File: config.mk
export PLATFORM = sky130hd
export DESIGN_NAME = magnetron_ctrl
export DESIGN_NICKNAME = d
export VERILOG_FILES = /design/src/rtl/magnetron_ctrl_pkg.sv /design/src/rtl/magnetron_ctrl_sec_tick.sv /design/src/rtl/magnetron_ctrl.sv
export SDC_FILE = /design/constraint.sdc
export NUM_CORES = 1
export LEC_CHECK = 0
export CAP_MARGIN = 20
export CORE_MARGIN = 3
export CORE_UTILIZATION = 40
export CTS_CLUSTER_DIAMETER = 30
export DETAILED_ROUTE_END_ITERATION = 7
export SYNTH_ARGS = -nofsm -noshare
export SYNTH_HDL_FRONTEND = slang
export SYNTH_HIERARCHICAL = 1
export SYNTH_SLANG_ARGS = --single-unit
File: constraint.sdc
create_clock -name clk -period 8.6 [get_ports clk]
set_input_delay 0.86 -clock clk [delete_from_list [all_inputs] [get_ports clk]]
set_output_delay 0.86 -clock clk [all_outputs]
set_load 0.02 [all_outputs]
File: src/rtl/magnetron_ctrl_pkg.sv
// Shared definitions for the magnetron cook controller and its consumers.
// Display and beeper blocks import this package so that every block decodes
// the controller's state output with the same encoding.
package magnetron_ctrl_pkg;

    typedef enum logic [2:0] {
        ST_IDLE  = 3'd0,
        ST_COOK  = 3'd1,
        ST_PAUSE = 3'd2,
        ST_DONE  = 3'd3
    } mag_state_e;

    // Longest loadable cook time in seconds (99:59).
    localparam int MAX_TIME_DEFAULT = 5999;

endpackage

File: src/rtl/magnetron_ctrl_sec_tick.sv
// sec_tick_gen: one-second prescaler for the cook countdown.
// Ports:
//   clk, reset : system clock, asynchronous active-high reset
//   clear      : forces the count back to 0 (wins over enable)
//   enable     : counts one step per cycle while high
//   tick       : one-cycle pulse in the last enabled cycle of each
//                TICK_DIV-cycle period (count == TICK_DIV-1)
module sec_tick_gen #(
    parameter int TICK_DIV = 50000000
) (
    input  logic clk,
    input  logic reset,
    input  logic clear,
    input  logic enable,
    output logic tick
);

    localparam int CW = (TICK_DIV > 1) ? $clog2(TICK_DIV) : 1;
    localparam logic [CW-1:0] LAST = CW'(TICK_DIV - 1);

    logic [CW-1:0] cnt_q;
    logic [CW-1:0] cnt_d;

    always_comb begin
        cnt_d = cnt_q;
        if (clear) begin
            cnt_d = '0;
        end else if (enable) begin
            cnt_d = (cnt_q == LAST) ? '0 : cnt_q + CW'(1);
        end
    end

    always_ff @(posedge clk or posedge reset) begin
        if (reset) begin
            cnt_q <= '0;
        end else begin
            cnt_q <= cnt_d;
        end
    end

    assign tick = enable && !clear && (cnt_q == LAST);

endmodule

File: src/rtl/magnetron_ctrl.sv
// magnetron_ctrl: cook-cycle controller driving the magnetron SR latch.
// Holds the cook time, counts it down once per second while cooking,
// enforces door interlock and stop/pause, and reports progress.
// Ports:
//   clk, reset  : system clock, asynchronous active-high reset
//   start, stop : start/resume and pause/cancel requests (levels)
//   door_closed : interlock, 1 = closed
//   time_load   : load time_in (seconds) into time_left, IDLE only
//   mag_set     : latch set, one-cycle pulse on each COOK entry
//   mag_reset   : latch reset, high whenever the state is not COOK
//   time_left   : remaining seconds
//   state       : current state (magnetron_ctrl_pkg::mag_state_e)
//   done        : high while in DONE
// All outputs come straight from flops; they are computed from the next
// state so they line up with the state register cycle for cycle.
module magnetron_ctrl
    import magnetron_ctrl_pkg::*;
#(
    parameter int TICK_DIV = 50000000,
    parameter int TIME_W   = 13,
    parameter int MAX_TIME = MAX_TIME_DEFAULT
) (
    input  logic              clk,
    input  logic              reset,
    input  logic              start,
    input  logic              stop,
    input  logic              door_closed,
    input  logic              time_load,
    input  logic [TIME_W-1:0] time_in,
    output logic              mag_set,
    output logic              mag_reset,
    output logic [TIME_W-1:0] time_left,
    output logic [2:0]        state,
    output logic              done
);

    localparam logic [TIME_W-1:0] MAX_T = TIME_W'(MAX_TIME);
    localparam logic [TIME_W-1:0] ONE_S = TIME_W'(1);

    mag_state_e        state_q, state_d;
    logic [TIME_W-1:0] time_left_q, time_left_d;
    logic              mag_set_q, mag_set_d;
    logic              mag_reset_q, mag_reset_d;
    logic              done_q, done_d;
    logic              tick;

    // The prescaler is held cleared outside COOK, so every COOK entry
    // starts at count 0 and the first tick lands TICK_DIV cycles later.
    sec_tick_gen #(
        .TICK_DIV (TICK_DIV)
    ) u_sec_tick (
        .clk    (clk),
        .reset  (reset),
        .clear  (state_q != ST_COOK),
        .enable (state_q == ST_COOK),
        .tick   (tick)
    );

    always_comb begin
        state_d     = state_q;
        time_left_d = time_left_q;

        case (state_q)
            ST_IDLE: begin
                if (stop) begin
                    time_left_d = '0;
                end else if (start && door_closed && (time_left_q != '0)) begin
                    state_d = ST_COOK;
                end else if (time_load) begin
                    time_left_d = (time_in > MAX_T) ? MAX_T : time_in;
                end
            end

            ST_COOK: begin
                // Expiry beats a simultaneous stop or door opening.
                if (tick && (time_left_q <= ONE_S)) begin
                    time_left_d = '0;
                    state_d     = ST_DONE;
                end else begin
                    if (tick) begin
                        time_left_d = time_left_q - ONE_S;
                    end
                    if (stop || !door_closed) begin
                        state_d = ST_PAUSE;
                    end
                end
            end

            ST_PAUSE: begin
                if (stop) begin
                    time_left_d = '0;
                    state_d     = ST_IDLE;
                end else if (start && door_closed) begin
                    state_d = ST_COOK;
                end
            end

            ST_DONE: begin
                if (stop || !door_closed || start) begin
                    state_d = ST_IDLE;
                end
            end

            default: begin
                state_d     = ST_IDLE;
                time_left_d = '0;
            end
        endcase

        mag_set_d   = (state_d == ST_COOK) && (state_q != ST_COOK);
        mag_reset_d = (state_d != ST_COOK);
        done_d      = (state_d == ST_DONE);
    end

    always_ff @(posedge clk or posedge reset) begin
        if (reset) begin
            state_q     <= ST_IDLE;
            time_left_q <= '0;
            mag_set_q   <= 1'b0;
            mag_reset_q <= 1'b1;
            done_q      <= 1'b0;
        end else begin
            state_q     <= state_d;
            time_left_q <= time_left_d;
            mag_set_q   <= mag_set_d;
            mag_reset_q <= mag_reset_d;
            done_q      <= done_d;
        end
    end

    assign mag_set   = mag_set_q;
    assign mag_reset = mag_reset_q;
    assign time_left = time_left_q;
    assign state     = state_q;
    assign done      = done_q;

endmodule

==> out/highlights.md <==
• completed — run status
• sequential cells — Top Consumer
• u_sec_tick/cnt_q — largest reg by FF count
• reg2reg — critical path start-end classification
• 391 — Synthesized Nets
• built — TritonCTS clock tree
• register — Crit. End Element
• 90 ps — clock-pin transition on the worst setup and hold timing paths
• 0 — final tally of max-slew violations
• 4.00 mm — WL met1
• 6.11 — ratio of routed vias to standard cells
• register — Worst setup SP type
• 368 — # Cells Yosys
• sky130_fd_sc_hd__dfrtp_1 — commonest register cell after synthesis
• 0.136 mW — net load switching power
• 3540 sq um — placed inst area
• 5 — cts bufs inserted
• 28 — Log Warnings
• 8790 ps — data required time of the worst path
• 0 — hold-fix buffer count after cts
• 3130 sq um — chip area estimate from yosys synthesis
• sky130_fd_sc_hd__dfrtp_1 — highest-count logic cell in the final layout
• 5.84 mm — Final HPWL DP
• 303 um — detailed-routed wire length on met3
• 2 — level count of the clock H-tree
• 5130 ps — Reg2Reg Setup Slack
• 0 — Final Setup Violations
• 491 — Non-Filler Instances
• 0.329 — met2 global-route usage
• 8910 sq um — Die ar.
• 2,926 — number of global-route vias before repair
• 65 — Yosys cell types
• 5130 ps — minimum setup slack in the final design
• 0 — remaining global-route overflow
• 1.39 nW — leakage power figure
[cell type report]
cell class	instances	area, sq um	area share
clock buffers	6	72.6	0.0197
clock inverters	2	35.0	0.00953
inverters	14	52.6	0.0143
multi-input cells	284	1840	0.502
flip-flops and latches	45	1130	0.307
well taps	99	124	0.0337
repair buffers	41	420	0.114
[worst max-delay path: stages (launching register included)]
cell                       delay (ps)
sky130_fd_sc_hd__dfrtp_1          460
sky130_fd_sc_hd__nor2_1           230
sky130_fd_sc_hd__nand2_1           80
sky130_fd_sc_hd__buf_4            300
sky130_fd_sc_hd__nand2b_1         250
sky130_fd_sc_hd__nor3_1           240
sky130_fd_sc_hd__nor4b_1          470
sky130_fd_sc_hd__nand4_1          220
sky130_fd_sc_hd__nand2_1          610
sky130_fd_sc_hd__o21ai_0          220
sky130_fd_sc_hd__a22o_1           280
[cell usage after synthesis (3+ instances only)]
master,instances,area share
sky130_fd_sc_hd__and3_1,5,0.010
sky130_fd_sc_hd__or4_1,4,0.0096
sky130_fd_sc_hd__nor4_1,5,0.010
sky130_fd_sc_hd__and2_1,6,0.012
sky130_fd_sc_hd__a21oi_1,4,0.0064
sky130_fd_sc_hd__buf_2,7,0.011
sky130_fd_sc_hd__nand4_1,23,0.046
sky130_fd_sc_hd__inv_1,14,0.017
sky130_fd_sc_hd__xor2_1,4,0.011
sky130_fd_sc_hd__a31oi_1,6,0.012
sky130_fd_sc_hd__dfrtp_1,44,0.35
sky130_fd_sc_hd__nand2b_1,3,0.0060
sky130_fd_sc_hd__or3_1,6,0.012
sky130_fd_sc_hd__a22o_1,10,0.028
sky130_fd_sc_hd__o31ai_1,8,0.019
sky130_fd_sc_hd__nor3_1,10,0.016
sky130_fd_sc_hd__mux2i_1,5,0.016
sky130_fd_sc_hd__nor4_2,3,0.012
sky130_fd_sc_hd__nand3_1,19,0.030
sky130_fd_sc_hd__and4_1,5,0.014
sky130_fd_sc_hd__nand3b_1,4,0.0096
sky130_fd_sc_hd__o211ai_1,5,0.012
sky130_fd_sc_hd__o21ai_0,29,0.046
sky130_fd_sc_hd__nor4b_1,3,0.0084
sky130_fd_sc_hd__o41ai_1,5,0.014
sky130_fd_sc_hd__o221ai_1,5,0.014
sky130_fd_sc_hd__ha_1,4,0.016
sky130_fd_sc_hd__nand2_1,29,0.035
sky130_fd_sc_hd__nor2b_1,7,0.014
sky130_fd_sc_hd__nor2_1,26,0.031
sky130_fd_sc_hd__clkbuf_1,15,0.018
[worst paths after layout]
kind	startpoint	endpoint	depth (start not counted)
worst max-delay path	state[1]	time_left[10]	10
worst max register to register	state[1]	time_left[10]	10
min in group asynchronous	reset	u_sec_tick/cnt_q[17]	2
worst min register to register	time_left[5]	time_left[5]	1
max in group asynchronous	reset	time_left[10]	2
worst min-delay path	time_left[5]	time_left[5]	1
[logic make-up (layout without fill, tap and decap cells)]
group,Yosys count,count (layout),share of synthesized area
muxes,7,7,0.0232
adders and majority gates,4,4,0.0160
buffers and inverters,39,63,0.0500
xor gates and xnor gates,4,4,0.0112
AOI/OAI and AO/OA,98,98,0.226
and+or+nand+nor,170,170,0.311
other,1,1,0.00120
DFF,45,45,0.361
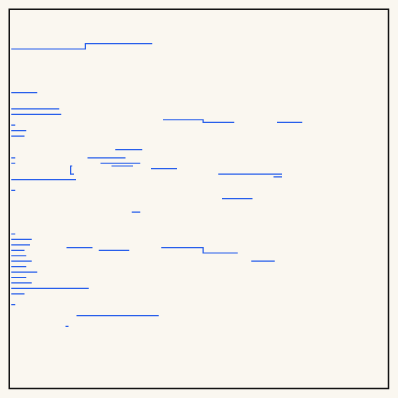
(metal 3)
Drawn at 4 px/um.
- longest straight run: 20.2 um
- nets with wire on the layer: 36
- main direction: horizontal
- share of all routed wire: 3.6%
- wire length on this layer: 304 um
overall via count from detail_route: 3,002
met3 Usage GRT: 0.0343
DRT Wirelength: 8.49 mm

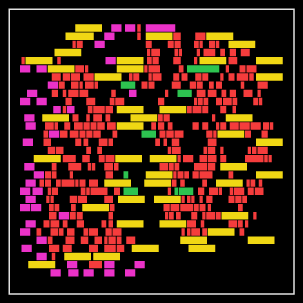
(cells colored by class)
Drawn at 3 px/um.
- yellow: flip-flops (cells 45)
- green: clock drivers and dummy loads (cells 8)
- magenta: other buffers and delay cells (cells 41)
- red: all other logic (cells 298)

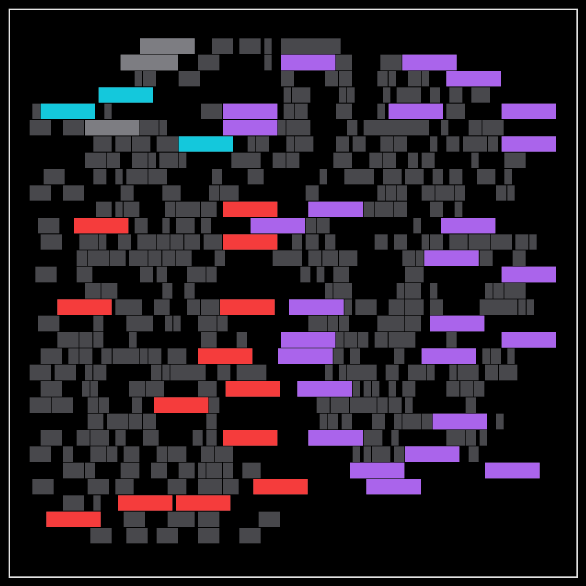
(where the registers sit)
Drawn at 6 px/um.
- purple: u_sec_tick/cnt_q (flops 26)
- red: time_left (flops 13)
- cyan: state (flops 3)
- not colored: 3
sequential fraction of total cell area: 0.307
register area: 1130 sq um
sequential group power: 0.228 mW
Core Util, Final: 0.496

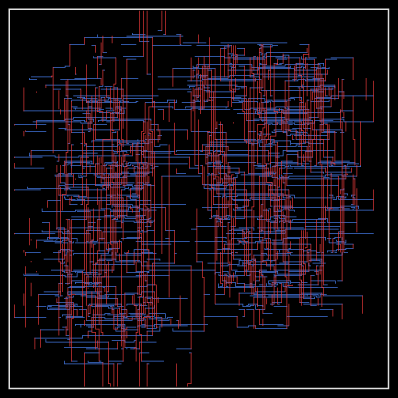
(metal layers overlaid)
Drawn at 4 px/um. Only two layers are drawn.
- blue: met1 (wire length 4,000 um)
- red: met2 (wire length 4,130 um)
total global-route track usage: 0.199
Avg WL per Cell: 17.3 um

Power figures rest on the tool's default switching activity, not on a simulated workload.
